**src/rtl/pong_phys.sv**
```systemverilog
// rtl/pong_phys.sv - per-frame ball physics: N_PAD paddle checks, wall check, then one move step
module pong_phys #(
   parameter int S_WIDTH  = 640,
   parameter int S_HEIGHT = 480,
   parameter int BALL_W   = 10,
   parameter int BALL_H   = 10,
   parameter int PAD_W    = 10,
   parameter int PAD_H    = 60,
   parameter int N_PAD    = 2,
   parameter int SPEED_X  = 4,
   parameter int SPEED_Y  = 3
) (
   input  logic                  clk,
   input  logic                  rst_n,
   input  logic                  frame_tick,
   input  logic                  serve,
   input  logic                  serve_dir,
   input  logic [10*N_PAD-1:0]   pad_x,
   input  logic [9*N_PAD-1:0]    pad_y,
   output logic [9:0]            ball_x,
   output logic [8:0]            ball_y,
   output logic                  running,
   output logic                  busy,
   output logic                  done,
   output logic [N_PAD-1:0]      hit_pad,
   output logic [1:0]            score
);
   localparam int PW = (N_PAD > 1) ? $clog2(N_PAD) : 1;
   localparam logic [PW-1:0] P_LAST = PW'(N_PAD - 1);
   localparam logic [9:0]  X_MID = 10'(S_WIDTH / 2);
   localparam logic [8:0]  Y_MID = 9'(S_HEIGHT / 2);
   localparam logic [9:0]  X_MIN = 10'(BALL_W / 2);
   localparam logic [9:0]  X_MAX = 10'(S_WIDTH - BALL_W / 2);
   localparam logic [8:0]  Y_MIN = 9'(BALL_H / 2);
   localparam logic [8:0]  Y_MAX = 9'(S_HEIGHT - BALL_H / 2);
   localparam logic [9:0]  X_LO  = 10'(BALL_W / 2 + SPEED_X);
   localparam logic [9:0]  X_HI  = 10'(S_WIDTH - BALL_W / 2 - SPEED_X);
   localparam logic [8:0]  Y_LO  = 9'(BALL_H / 2 + SPEED_Y);
   localparam logic [8:0]  Y_HI  = 9'(S_HEIGHT - BALL_H / 2 - SPEED_Y);
   localparam logic [9:0]  SPX   = 10'(SPEED_X);
   localparam logic [8:0]  SPY   = 9'(SPEED_Y);
   localparam logic [10:0] HIT_X = 11'(BALL_W + PAD_W);
   localparam logic [9:0]  HIT_Y = 10'(BALL_H + PAD_H);

   typedef enum logic [1:0] {S_IDLE, S_PAD, S_WALL, S_MOVE} state_t;

   state_t           state_q, state_d;
   logic [PW-1:0]    pidx_q, pidx_d;
   logic [9:0]       bx_q, bx_d;
   logic [8:0]       by_q, by_d;
   logic             dxn_q, dxn_d, dyn_q, dyn_d;
   logic             run_q, run_d;
   logic [N_PAD-1:0] hits_q, hits_d, hit_pad_q, hit_pad_d;
   logic [1:0]       spend_q, spend_d, score_q, score_d;
   logic             done_q, done_d;

   logic [9:0] px, adx;
   logic [8:0] py, ady;
   logic       pad_hit;

   // Overlap of the ball against the paddle selected by pidx_q, doubled to avoid halving odd sizes
   always_comb begin
      px = '0;
      py = '0;
      for (int i = 0; i < N_PAD; i++) begin
         if (pidx_q == PW'(i)) begin
            px = pad_x[10*i +: 10];
            py = pad_y[9*i +: 9];
         end
      end
      adx     = (bx_q >= px) ? (bx_q - px) : (px - bx_q);
      ady     = (by_q >= py) ? (by_q - py) : (py - by_q);
      pad_hit = ({adx, 1'b0} <= HIT_X) && ({ady, 1'b0} <= HIT_Y);
   end

   always_comb begin
      state_d   = state_q;
      pidx_d    = pidx_q;
      bx_d      = bx_q;
      by_d      = by_q;
      dxn_d     = dxn_q;
      dyn_d     = dyn_q;
      run_d     = run_q;
      hits_d    = hits_q;
      spend_d   = spend_q;
      hit_pad_d = '0;
      score_d   = '0;
      done_d    = 1'b0;
      case (state_q)
         S_IDLE: begin
            if (!run_q && serve) begin
               run_d = 1'b1;
               dxn_d = serve_dir;
            end else if (run_q && frame_tick) begin
               state_d = S_PAD;
               pidx_d  = '0;
               hits_d  = '0;
            end
         end
         S_PAD: begin
            if (pad_hit) begin
               dxn_d = (px >= X_MID);
               for (int i = 0; i < N_PAD; i++) begin
                  if (pidx_q == PW'(i)) hits_d[i] = 1'b1;
               end
            end
            if (pidx_q == P_LAST) begin
               state_d = S_WALL;
               pidx_d  = '0;
            end else begin
               pidx_d = pidx_q + 1'b1;
            end
         end
         S_WALL: begin
            if (by_q <= Y_MIN)      dyn_d = 1'b0;
            else if (by_q >= Y_MAX) dyn_d = 1'b1;
            spend_d = '0;
            if (hits_q == '0) begin
               if (bx_q <= X_MIN)      spend_d = 2'b10;
               else if (bx_q >= X_MAX) spend_d = 2'b01;
            end
            state_d = S_MOVE;
         end
         S_MOVE: begin
            done_d    = 1'b1;
            hit_pad_d = hits_q;
            score_d   = spend_q;
            state_d   = S_IDLE;
            if (spend_q != 2'b00) begin
               bx_d  = X_MID;
               by_d  = Y_MID;
               run_d = 1'b0;
            end else begin
               // Compare against the clamp bound first so the subtract can never wrap
               if (dxn_q) bx_d = (bx_q <= X_LO) ? X_MIN : (bx_q - SPX);
               else       bx_d = (bx_q >= X_HI) ? X_MAX : (bx_q + SPX);
               if (dyn_q) by_d = (by_q <= Y_LO) ? Y_MIN : (by_q - SPY);
               else       by_d = (by_q >= Y_HI) ? Y_MAX : (by_q + SPY);
            end
         end
         default: state_d = S_IDLE;
      endcase
   end

   always_ff @(posedge clk or negedge rst_n) begin
      if (!rst_n) begin
         state_q   <= S_IDLE;
         pidx_q    <= '0;
         bx_q      <= X_MID;
         by_q      <= Y_MID;
         dxn_q     <= 1'b0;
         dyn_q     <= 1'b0;
         run_q     <= 1'b0;
         hits_q    <= '0;
         spend_q   <= '0;
         hit_pad_q <= '0;
         score_q   <= '0;
         done_q    <= 1'b0;
      end else begin
         state_q   <= state_d;
         pidx_q    <= pidx_d;
         bx_q      <= bx_d;
         by_q      <= by_d;
         dxn_q     <= dxn_d;
         dyn_q     <= dyn_d;
         run_q     <= run_d;
         hits_q    <= hits_d;
         spend_q   <= spend_d;
         hit_pad_q <= hit_pad_d;
         score_q   <= score_d;
         done_q    <= done_d;
      end
   end

   assign ball_x  = bx_q;
   assign ball_y  = by_q;
   assign running = run_q;
   assign busy    = (state_q != S_IDLE);
   assign done    = done_q;
   assign hit_pad = hit_pad_q;
   assign score   = score_q;
endmodule

```
**config.mk**
```make
export PLATFORM = sky130hd
export DESIGN_NAME = pong_phys
export DESIGN_NICKNAME = d
export VERILOG_FILES = /design/src/rtl/pong_phys.sv
export SDC_FILE = /design/constraint.sdc
export NUM_CORES = 1
export LEC_CHECK = 0
export ABC_AREA = 1
export CAP_MARGIN = 40
export CORE_MARGIN = 2
export CORE_UTILIZATION = 42
export DETAILED_ROUTE_END_ITERATION = 8
export PLACE_DENSITY = 0.74
export SKIP_CTS_REPAIR_TIMING = 1
export SLEW_MARGIN = 20
export SYNTH_ARGS = -nofsm -noshare
export SYNTH_HDL_FRONTEND = slang
export SYNTH_SLANG_ARGS = --single-unit
```
**constraint.sdc**
```tcl
create_clock -name clk -period 6.5 [get_ports clk]
set_input_delay 0.65 -clock clk [delete_from_list [all_inputs] [get_ports clk]]
set_output_delay 0.65 -clock clk [all_outputs]
set_load 0.01 [all_outputs]
```
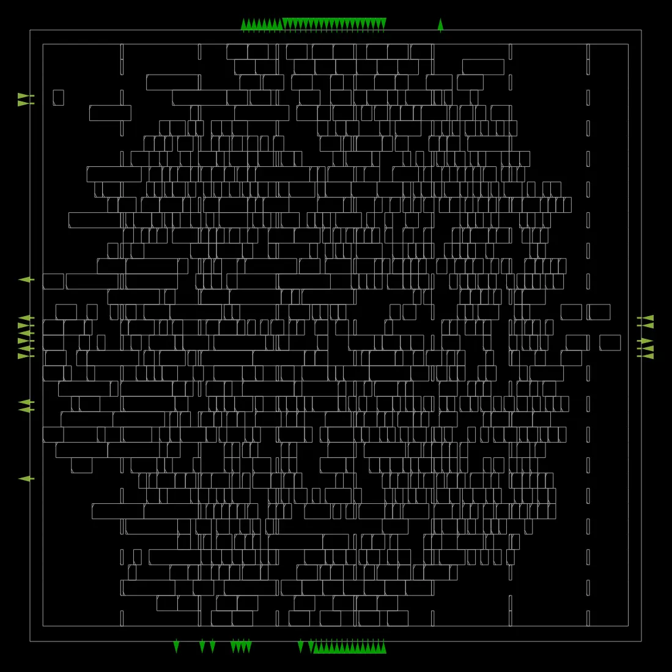
Fig. 1. Placement view.
Flops: 34
filler instances: 1123
num rows: 38
Tap Cells: 140

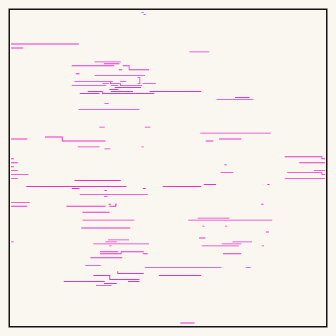
Fig. 2. Met3 routing.
main direction	horizontal
share of all routed wire	6.1%
wire length on this layer	796 µm
longest straight run	34.0 µm
nets with wire on the layer	84

==> run notes <==
run results: # IOs 69, max-cap violations 0, switch share 56.9%, Wirelength per Cell 13.8 µm, Synth flops 34, slew margin rel. 53.8%, vias in the first global route between 4000 and 5000, register area 858 µm², layout cell share with drive strength beyond 1 under 10%, Post-Route WL 13000 µm, first-pass GRT wire length 21500 µm, leakage power around 2.9 nW, outcome completed, Async S/R FF share, synth 100%, htree depth 2, chip width about 110 µm, Fin Setup TNS 0 ns, Post-DP HPWL about 10000 µm, Via density 5.24, Pins Over Slew Limit 0, pin count of the biggest net entering global routing 35, CP max FO 23, Util after Layout 51.3%, Port Buf Inserts between 60 and 70
power groups by stage:
stage / logic (mW) / clock network, mW / registers [mW]
floorplan: 1.62 / 0 / 0.433
global placement: 2.14 / 0 / 0.481
detailed placement: 2.16 / 0 / 0.479
CTS: 2.18 / 0.168 / 0.477
global route: 2.50 / 0.176 / 0.495
finish: 2.20 / 0.166 / 0.480
cell usage after synthesis, types with 4 or more instances:
library cell,number
nand3_1,54
o21ai_0,42
o21bai_1,4
ha_1,50
nand2_1,199
clkbuf_1,8
dfrtp_1,28
o22ai_1,11
a21oi_1,37
nor3_1,4
xor2_1,18
nand4_1,10
dfstp_2,6
or2_2,20
nor2_2,4
fa_1,4
nand2_2,7
nor2_1,55
inv_1,133
kinds of logic (layout without fill, tap and decap cells):
family / Yosys count / after routing / share of synthesized area [%]
fa+ha+maj: 54 / 54 / 15.4
flops: 34 / 34 / 18.7
xor+xnor: 19 / 19 / 3.62
mux: 2 / 2 / 0.436
buf+inv: 145 / 211 / 12.0
simple gates: 363 / 363 / 34.4
compound gates: 120 / 120 / 15.5
layer usage:
metal,part of all wire [%],track usage [%],up-vias
li1,-,-,2489
met3,6.1,2.53,29
met4,2.4,6.87,0
met5,0,0,-
met2,45,35.7,178
met1,46,32.6,2250
path summary, 6_finish.rpt:
| kind | from | to |
|---|---|---|
| min in group clk | hits_q[0] | hit_pad[0] |
| max in group asynchronous | rst_n | ball_x[8] |
| worst min register to register | hits_q[0] | hit_pad[0] |
| worst max register to register | pidx_q | hits_q[1] |
| worst max-delay path | pidx_q | hits_q[1] |
| worst min-delay path | rst_n | ball_y[8] |
critical path, stage by stage, from the launching register on:
cell     delay, ns
dfrtp_1       0.79
inv_1         0.42
or2_2         0.38
o21ai_0       0.10
inv_1         0.07
ha_1          0.23
fa_1          0.42
inv_1         0.07
nand2_1       0.04
nand2_1       0.13
nand3_2       0.09
nand2_2       0.11
nand2_2       0.09
nand2_4       0.12
nand3_2       0.08
nand2_1       0.06
nand2_1       0.04
nor2_1        0.10
nand3_1       0.11
nand2_2       0.12
nand3_1       0.08
nand2_1       0.06
nand2_1       0.04
layout make-up:
| class | instances | share of cell area [%] |
|---|---|---|
| timing repair buffer | 69 | 12.6 |
| clock inverter | 1 | 0.0908 |
| inverter | 134 | 9.13 |
| tap | 140 | 3.18 |
| multi-input combinational | 558 | 57.8 |
| clock buffer | 7 | 1.57 |
| sequential | 34 | 15.6 |
registers in the layout, summed over array words and instances, names as in the netlist, 2 cells and up:
register / cells
spend_q: 2
ball_y: 9
hit_pad: 2
hits_q: 2
state_q: 2
ball_x: 10
score: 2
per-stage QoR:
step,hold WS [ns],power (mW)
finish,0.176,2.85
global route,0.175,3.17
CTS,0.452,2.82
detailed placement,0.493,2.64
global placement,0.499,2.63
floorplan,0.354,2.05
Power is estimated from default activity; no workload was simulated.
